==> config.mk <==
export PLATFORM = sky130hd
export DESIGN_NAME = dice_button_decoder
export DESIGN_NICKNAME = d
export VERILOG_FILES = /design/src/rtl/dice_button_decoder.sv
export SDC_FILE = /design/constraint.sdc
export NUM_CORES = 1
export LEC_CHECK = 0
export CELL_PAD_IN_SITES_DETAIL_PLACEMENT = 0
export CELL_PAD_IN_SITES_GLOBAL_PLACEMENT = 1
export CORE_MARGIN = 1.5
export CORE_UTILIZATION = 47
export DETAILED_ROUTE_END_ITERATION = 12
export PLACE_DENSITY = 0.82
export SYNTH_ARGS = -nofsm -noshare
export SYNTH_HDL_FRONTEND = slang
export SYNTH_SLANG_ARGS = --single-unit
==> constraint.sdc <==
create_clock -name clk -period 5.7 [get_ports clk]
set_input_delay 1.14 -clock clk [delete_from_list [all_inputs] [get_ports clk]]
set_output_delay 1.14 -clock clk [all_outputs]
set_load 0.005 [all_outputs]
Fig. 1: zoomed window
Window x 49 to 89, y 49 to 89 µm. Cells in gray, sequential cells in the stronger gray; small squares are vias.
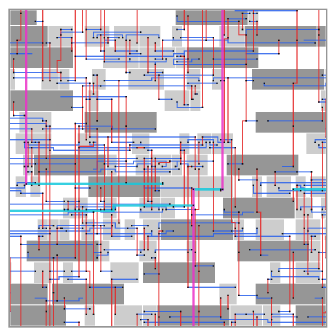
- metal 4: magenta
- metal 1: blue
- metal 2: red
- metal 3: cyan
- cells with their middle in the window: 92
- sequential cells in the window: 22
- most frequent: dfrtp_1 (22), nor2_1 (16), nand2_1 (7)

Fig. 2: signal metal coverage by tile
Scale bar: 50 µm. 28 x 28 tiles, from white (low) to dark blue (high), scaled to the fullest tile. Values are wire area over tile area, all layers added.
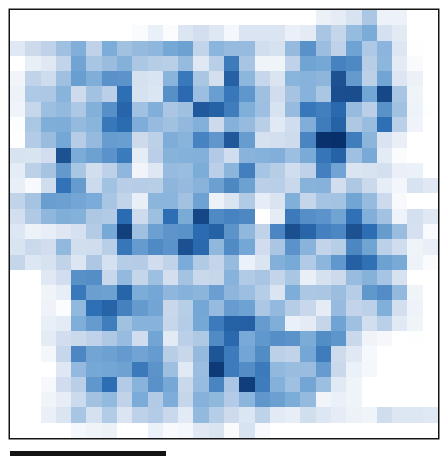
- nearly empty tiles: 15%
- mean over tiles: 0.13
- tiles over half the peak: 23%
- emptiest ninth of the die: lower right
- fullest tile: 0.40
Detailed Route WL: 15.8 mm
total track usage: 18.9%
via count: 5919
post-DR wirelength/cell: 14.3 µm

==> flow_metrics.tcl <==
# collected from the flow reports
set metrics [dict create \
    outcome "finished clean" \
    pwr-share-clk_pct 45.1 \
    synth-adder-area-share_pct 8.82 \
    grt_first_pass_wirelength_mm 28.0 \
    cts_buffer_depth 2 \
    crit_path_end_kind "flop" \
    cp.buffers_inverters 1 \
    drtIter0Drc 233 \
    setup_viol 0 \
    xor_area_share_pct 11.7 \
    grt_pass1_vias 5829 \
    nNetsFinal 935 \
    fin_skew_ns 0.00987 \
    ant_nets 0 \
    fp.dieW_um 138 \
    grt_max_degree 81 \
    synth_area_um2 8510 \
    placed_cell_area_um2 8920 \
    ys_seq_share_pct 47.9 \
    slew_headroom_pct 48.4 \
    critPathKind "reg2reg" \
    comb_share_pct 44.4 \
    switching_share_pct 24.4 \
    crit_chain "buf_4 > ha_1 > a2111oi_2 > nor3_1 > a2111oi_2 > or4b_4 > nor2_1" \
    edf_count 0 \
    synth_chip_area_um2 8510 \
    post-route-util_pct 53.8 \
    tritoncts "done" \
    cp.depth 7 \
    worstMarginPinSlew_ns 0.767 \
    row_count 49 \
    leakage_nw 4.36 \
    fin_crit_sh_pct 53.0 \
    clk-power_mw 1.31 \
    pg_comb_mw 0.306 \
    aoi_share_pct 5.89 \
    numPortBuffers 18 \
    dr_wl_met3_um 395 \
    cts_resized 0 \
    globalRouteMet1Util_pct 25.6 \
    worstSkewPairLatency_ns 0.44 \
    min_period_ns 3.02 \
    flop-count 163 \
    post_cts_buffers 0 \
    synthesis.instances 840 \
    ctsRootBufferMaster "clkbuf_16" \
    setup_ws_ns 2.68 \
    grt.busiest_layer "met2" \
    setup_tns_ns 0 \
    worst-path-max-fanout 54 \
    hold_viol 0 \
    clk_pin_slew_worst_paths_ns 0.06 \
    rsz0062_at_grt "false" \
    dp_slack_ns 2.65 \
    area_growth_pct 12.8 \
    n_tap_cell 229 \
    hp-class "reg2reg" \
    flop_cell "dfrtp_1" \
    logic_gates 640 \
    non_clock_buffer_area_share_pct 2.20 \
    pg_seq_mw 1.29 \
    critPathLaunchType "flop" \
    warnings 26 \
    layout_top_cell "dfrtp_1" \
    drv_slew 0 \
    first_pass_iters 4 \
    total_power_mw 2.91 \
    peakVddDrop_mv 0.259 \
]
cells in the mapped netlist (2+ instances only):
| library cell | count | area, µm² |
|---|---|---|
| nand3b_1 | 4 | 30.0 |
| a2111oi_2 | 4 | 60.1 |
| a21o_2 | 2 | 17.5 |
| nor4bb_1 | 2 | 20.0 |
| a311oi_1 | 2 | 17.5 |
| o2111ai_1 | 2 | 17.5 |
| a2111oi_0 | 3 | 26.3 |
| a21o_1 | 8 | 60.1 |
| inv_1 | 21 | 78.8 |
| a211oi_1 | 4 | 30.0 |
| nor2_1 | 140 | 526 |
| nand4b_1 | 5 | 43.8 |
| o211ai_1 | 2 | 15.0 |
| and4_1 | 3 | 26.3 |
| dfrtp_1 | 163 | 4080 |
| xor2_1 | 64 | 561 |
| a22oi_1 | 3 | 22.5 |
| clkbuf_1 | 11 | 41.3 |
| or2_1 | 2 | 12.5 |
| ha_1 | 60 | 751 |
| or3_1 | 2 | 12.5 |
| nand2_1 | 62 | 233 |
| buf_6 | 4 | 45.0 |
| nand3_1 | 46 | 230 |
| o21ai_0 | 4 | 20.0 |
| nor2b_1 | 10 | 62.6 |
| or4b_4 | 2 | 27.5 |
| and3_1 | 16 | 100 |
| nor2_2 | 21 | 131 |
| xnor2_1 | 50 | 438 |
| nor3_1 | 24 | 120 |
| mux2_2 | 7 | 78.8 |
| o41ai_1 | 6 | 52.6 |
| a31oi_1 | 2 | 12.5 |
| nand4_1 | 25 | 156 |
| nor3b_1 | 2 | 15.0 |
| nor4_1 | 25 | 156 |
| a21oi_1 | 12 | 60.1 |
| a211o_1 | 4 | 35.0 |
worst reg2reg max path, delay by kind of cell (launching register included):
kind                       cells  cell delay, ns
DFF                            1            0.34
and+or+nand+nor                3            0.94
buffers and inverters          1            0.51
AOI/OAI and AO/OA              2            0.69
adders and majority gates      1            0.45
Power figures rest on the tool's default switching activity, not on a simulated workload.
